Fig. 1: placement view
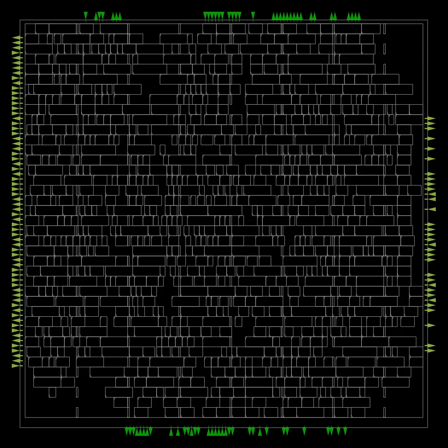
Fig. 2: drive-strength map
Drawn at 4 px/micron.
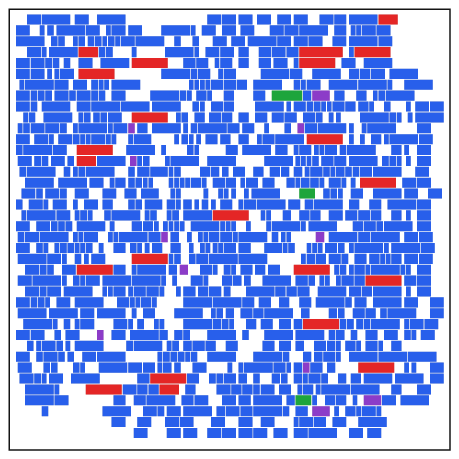
Fig. 3: metal layers overlaid
Drawn at 4 px/micron. Only two layers are drawn.
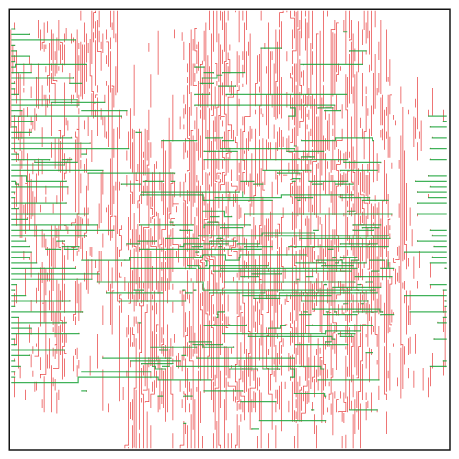
**config.mk**
```make
export PLATFORM = sky130hd
export DESIGN_NAME = if_fetch_unit
export DESIGN_NICKNAME = d
export VERILOG_FILES = /design/src/rtl/if_fetch_unit_pkg.sv /design/src/rtl/if_fetch_unit.sv
export SDC_FILE = /design/constraint.sdc
export NUM_CORES = 1
export LEC_CHECK = 0
export ABC_CLOCK_PERIOD_IN_PS = 4100
export CORE_UTILIZATION = 52
export DETAILED_ROUTE_END_ITERATION = 12
export GPL_TIMING_DRIVEN = 0
export PLACE_DENSITY_LB_ADDON = 0.3
export SYNTH_ARGS = -nofsm -noshare
export SYNTH_HDL_FRONTEND = slang
export SYNTH_SLANG_ARGS = --single-unit
```
**constraint.sdc**
```tcl
create_clock -name clk -period 4.1 [get_ports clk]
set_clock_uncertainty 0.15 [all_clocks]
set_input_delay 0.82 -clock clk [delete_from_list [all_inputs] [get_ports clk]]
set_output_delay 0.82 -clock clk [all_outputs]
set_load 0.01 [all_outputs]
```
**src/rtl/if_fetch_unit_pkg.sv**
```systemverilog
// Shared types and constants for the instruction fetch unit.
package if_fetch_unit_pkg;

    typedef enum logic [1:0] {
        WAIT    = 2'd0,
        FULL    = 2'd1,
        DISCARD = 2'd2
    } fetch_state_e;

    localparam logic [31:0] RESET_PC  = 32'h0000_0000;
    localparam logic [31:0] INSTR_NOP = 32'h0000_0000;
    localparam logic [31:0] PC_STEP   = 32'd4;

endpackage

```
**src/rtl/if_fetch_unit.sv**
```systemverilog
// Single-entry instruction fetch buffer: one outstanding imem read, branch
// redirect with discard of stale responses, downstream freeze.
//
// state   | meaning
// WAIT    | read of req_addr outstanding, data will be buffered
// FULL    | buffer holds an instruction, no read outstanding
// DISCARD | read outstanding whose data is dropped (redirected)
module if_fetch_unit
    import if_fetch_unit_pkg::*;
(
    input  logic        clk,
    input  logic        rst,
    input  logic        freeze,
    input  logic        branch_taken,
    input  logic [31:0] branch_addr,
    output logic [31:0] imem_addr,
    output logic        imem_rd_en,
    input  logic [31:0] imem_rdata,
    input  logic        imem_ready,
    output logic [31:0] PC,
    output logic [31:0] Instruction,
    output logic        valid
);

    fetch_state_e state_q, state_d;
    logic [31:0]  pc_reg_q, pc_reg_d;
    logic [31:0]  req_addr_q, req_addr_d;
    logic [31:0]  pc_out_q, pc_out_d;
    logic [31:0]  instr_q, instr_d;
    logic         valid_q, valid_d;

    always_ff @(posedge clk) begin
        if (rst) begin
            state_q    <= WAIT;
            pc_reg_q   <= RESET_PC;
            req_addr_q <= RESET_PC;
            pc_out_q   <= RESET_PC;
            instr_q    <= INSTR_NOP;
            valid_q    <= 1'b0;
        end else begin
            state_q    <= state_d;
            pc_reg_q   <= pc_reg_d;
            req_addr_q <= req_addr_d;
            pc_out_q   <= pc_out_d;
            instr_q    <= instr_d;
            valid_q    <= valid_d;
        end
    end

    always_comb begin
        state_d    = state_q;
        pc_reg_d   = pc_reg_q;
        req_addr_d = req_addr_q;
        pc_out_d   = pc_out_q;
        instr_d    = instr_q;
        valid_d    = valid_q;

        unique case (state_q)
            WAIT: begin
                if (branch_taken) begin
                    pc_reg_d = branch_addr;
                    valid_d  = 1'b0;
                    instr_d  = INSTR_NOP;
                    if (imem_ready) begin
                        req_addr_d = branch_addr;
                    end else begin
                        // old read must still complete before the new address is driven
                        state_d = DISCARD;
                    end
                end else if (imem_ready) begin
                    instr_d  = imem_rdata;
                    pc_out_d = req_addr_q + PC_STEP;
                    pc_reg_d = req_addr_q + PC_STEP;
                    valid_d  = 1'b1;
                    state_d  = FULL;
                end
            end
            FULL: begin
                if (branch_taken) begin
                    pc_reg_d   = branch_addr;
                    req_addr_d = branch_addr;
                    valid_d    = 1'b0;
                    instr_d    = INSTR_NOP;
                    state_d    = WAIT;
                end else if (!freeze) begin
                    req_addr_d = pc_reg_q;
                    valid_d    = 1'b0;
                    instr_d    = INSTR_NOP;
                    state_d    = WAIT;
                end
            end
            DISCARD: begin
                if (branch_taken) begin
                    pc_reg_d = branch_addr;
                    valid_d  = 1'b0;
                    instr_d  = INSTR_NOP;
                    if (imem_ready) begin
                        req_addr_d = branch_addr;
                        state_d    = WAIT;
                    end
                end else if (imem_ready) begin
                    req_addr_d = pc_reg_q;
                    state_d    = WAIT;
                end
            end
            default: begin
                state_d = WAIT;
            end
        endcase
    end

    assign imem_addr   = req_addr_q;
    assign imem_rd_en  = !rst && (state_q != FULL);
    assign PC          = pc_out_q;
    assign Instruction = instr_q;
    assign valid       = valid_q;

endmodule
```
==> run notes <==
According to the I/O placement log, the pin count is 167. The number of DRC markers in iteration 0 came out at 703. The flow ran to the end, and the final reports show no timing, DRC or antenna violations. Summing over every cut layer, the via total after detailed routing is 6,696. The via count of the first global-routing pass is 6,323.

The sum of routed wire length over all layers is 20,400 microns. The first detailed-routing pass took 6 iterations. Leading cell category by total area: combinational gates. Counting distinct cell types in the post-synthesis netlist gives 45. The routed layout reports a DRC error count of 0. The combined buffer and inverter count along the critical path works out to 5. The first global-routing pass estimated 31,150 microns of wire. Warnings reported by Yosys during synthesis add up to 0. Summed over all nets, the half-perimeter wirelength after detailed placement is 14,760 microns. The origin of the worst min-delay path is Instruction[6]$_SDFFE_PP0P_. The worst register-to-register path has a depth of 8. Net switching is 29.12% of the power. The maximum operating frequency is 251.7 MHz.

Counting flops with an async set or reset pin after synthesis yields a share of 0%. Of the total standard cell area in the layout, the sequential portion is 31.16%. In this run the worst setup path terminates at imem_rd_en. Each instance of the synthesized netlist takes up on average 8.326 sq um.

The pin closest to its max-slew limit shows a slew of 907.4 ps. At floorplan, the net count of the design was reported as 800. STA classifies the critical path startpoint as an input pin. After clock tree synthesis, the clock-pin slew on the worst setup and hold paths is 50 ps. From synthesis to final layout, the design area changed by 39.25%. Counting every instance in the synthesized netlist gives 726. The count of port buffers added during placement is 164, and the count of buffers added by post-CTS timing repair for setup is 0. The post-route clock period utilization is 96.89%. The run reported a max-capacitance violation count of 0.

Per report_power, the clock group accounts for 38.5% of the total. The maximum vdd drop was 333.8 uV. Path type of the worst min-delay path: reg -> reg. The endpoint of the worst hold path is Instruction[6]$_SDFFE_PP0P_. TritonCTS built the clock tree. The core utilization before placement is 53.16%. The main area contributors are sky130_fd_sc_hd__dfxtp_1 (43%), sky130_fd_sc_hd__a21oi_1 (5.5%), sky130_fd_sc_hd__nor2_1 (4.8%), sky130_fd_sc_hd__o2bb2ai_1 (4.6%), sky130_fd_sc_hd__a22o_1 (4.5%).

With the post-synth design cell area at 6045 sq um, the required time of the worst setup path is 3130 ps. For this run, the final setup violation count is recorded as 0. Entering global routing, the biggest net connects 17 pins. After clock tree synthesis, the flow added hold-fix buffers numbering 0. The worst register-to-register path ends at pc_reg_q[30]$_SDFFE_PP0P_. Per the final report, the share of cell area in clock cells is 6.526%. Per the final timing report, the hold violations number 0. The run gives 0 as the overall overflow remaining after global route. The max-slew check reports its worst relative slack as 38.95%. Cells with a size suffix above 1 make up 3.909% of the layout.

Sequential standard cell area: 2623 sq um. The number of warnings reported in the stage logs is 29. The fraction of cell area in multi-input combinational cells is reported as 37.40%. The synthesis report names the predominant flop master as sky130_fd_sc_hd__dfxtp_1. The internal portion of the total power is 2.623 mW. The run gives 21.3% as the proportion of power drawn by combinational gates.

Per STA, the highest per-stage delay on the worst path measures 540 ps. The synthesized netlist was found by Yosys to have 726 cells. The run gives 439.7 nW/um^2 for the power per cell area.

The minimum clock period came out at 3972 ps. The kind of cell adding the most delay to the critical path is buffers and inverters. Area enclosed by the die boundary: 12,060 sq um. Per the CTS log, the root buffer master is sky130_fd_sc_hd__clkbuf_16. The design draws 3.700 mW. The share of synthesized area in the top cell type comes to 43.39%. Highest net fanout along the worst path: 10. Sequential cells burn 40.2% of the power. OpenSTA lists the critical path startpoint as rst. Across every metal layer, demand over resource in global routing totals 34.36%.
Back to the opening pictures, Fig. 1:
# rows: 39
total of fill cells in the finished design: 871
number of standard cells in the layout, taps in and fillers out: 1,064
core footprint: 11,370 sq um

Back to the opening pictures, Fig. 2:
| color | size | cells |
|---|---|---|
| purple | _2 cells | 11 |
| blue | _0 and _1 cells | 885 |
| red | _6 and larger | 22 |
| green | _3 and _4 cells | 3 |

Back to the opening pictures, Fig. 3:
| color | layer | wire length |
|---|---|---|
| red | metal 2 | 9,440 microns |
| green | metal 3 | 2,440 microns |

## Yosys cell counts (2+ instances only)
master and instances:
sky130_fd_sc_hd__o21ai_0 8, sky130_fd_sc_hd__nor2b_1 2, sky130_fd_sc_hd__or3_1 9, sky130_fd_sc_hd__xnor2_1 9, sky130_fd_sc_hd__o31ai_1 2, sky130_fd_sc_hd__or4_1 2, sky130_fd_sc_hd__and3_1 5, sky130_fd_sc_hd__o2bb2ai_1 32
sky130_fd_sc_hd__a21oi_1 66, sky130_fd_sc_hd__xor2_1 14, sky130_fd_sc_hd__clkbuf_1 61, sky130_fd_sc_hd__nor4_1 8, sky130_fd_sc_hd__nor3_1 29, sky130_fd_sc_hd__nand3_1 42, sky130_fd_sc_hd__a22o_1 31, sky130_fd_sc_hd__or2_2 2
sky130_fd_sc_hd__o211ai_1 3, sky130_fd_sc_hd__o21ai_1 2, sky130_fd_sc_hd__a22oi_1 31, sky130_fd_sc_hd__a211o_1 3, sky130_fd_sc_hd__o31a_1 2, sky130_fd_sc_hd__ha_1 5, sky130_fd_sc_hd__and4_1 3, sky130_fd_sc_hd__a211oi_1 26
sky130_fd_sc_hd__o21a_1 3, sky130_fd_sc_hd__nand2_1 69, sky130_fd_sc_hd__dfxtp_1 131, sky130_fd_sc_hd__a311oi_1 3, sky130_fd_sc_hd__a32oi_1 9, sky130_fd_sc_hd__nand4_1 7, sky130_fd_sc_hd__a31oi_1 4, sky130_fd_sc_hd__a211oi_2 2
sky130_fd_sc_hd__inv_1 11, sky130_fd_sc_hd__nor2_1 78, sky130_fd_sc_hd__or4_4 2
## layer usage
metal / routed length (microns) / vias to the layer above / track usage, %
met5: 0 / - / 0
met4: 720 / 0 / 17.05
met3: 2435 / 65 / 11.86
met2: 9438 / 439 / 55.31
met1: 7801 / 3144 / 40.59
li1: - / 3048 / -
## power by group through the flow
stage / sequential (mW) / combinational (mW) / clock, mW
6_report: 1.49 / 0.790 / 1.42
5_1_grt: 1.50 / 0.851 / 1.48
4_1_cts: 1.48 / 0.776 / 1.43
3_5_place_dp: 1.51 / 0.767 / 0
3_3_place_gp: 1.50 / 0.747 / 0
2_1_floorplan: 1.52 / 0.386 / 0
## per-stage QoR
| stage | util, % | hold WS, ps | setup WS (ps) | cell area [sq um] | std cells |
|---|---|---|---|---|---|
| floorplan | - | 282.1 | 1440 | 6045 | 726 |
| global placement | 69.18 | 287.7 | -177.3 | 7865 | 1033 |
| detailed placement | 69.18 | 296.3 | -191.8 | 7865 | 1033 |
| CTS | 74.03 | 301.1 | 166.4 | 8417 | 1064 |
| global route | 74.03 | 316.4 | 53.61 | 8417 | 1064 |
| finish | 74.03 | 300.2 | 127.7 | 8417 | 1064 |
## logic make-up after synthesis
| logic type | synth area share (%) |
|---|---|
| adder cells (fa/ha/maj) | 1.035 |
| flip-flops | 43.39 |
| XOR/XNOR | 3.333 |
| buffers and inverters | 4.533 |
| AND-OR/OR-AND | 27.05 |
| AND/OR/NAND/NOR | 20.66 |
## state kept, by name, indices dropped and copies added, names as in the netlist
name         flops
state_q          2
Instruction     32
PC              32
pc_reg_q        32
imem_addr       32
valid            1
No activity file was given, so power comes from the tool's default toggle rates.
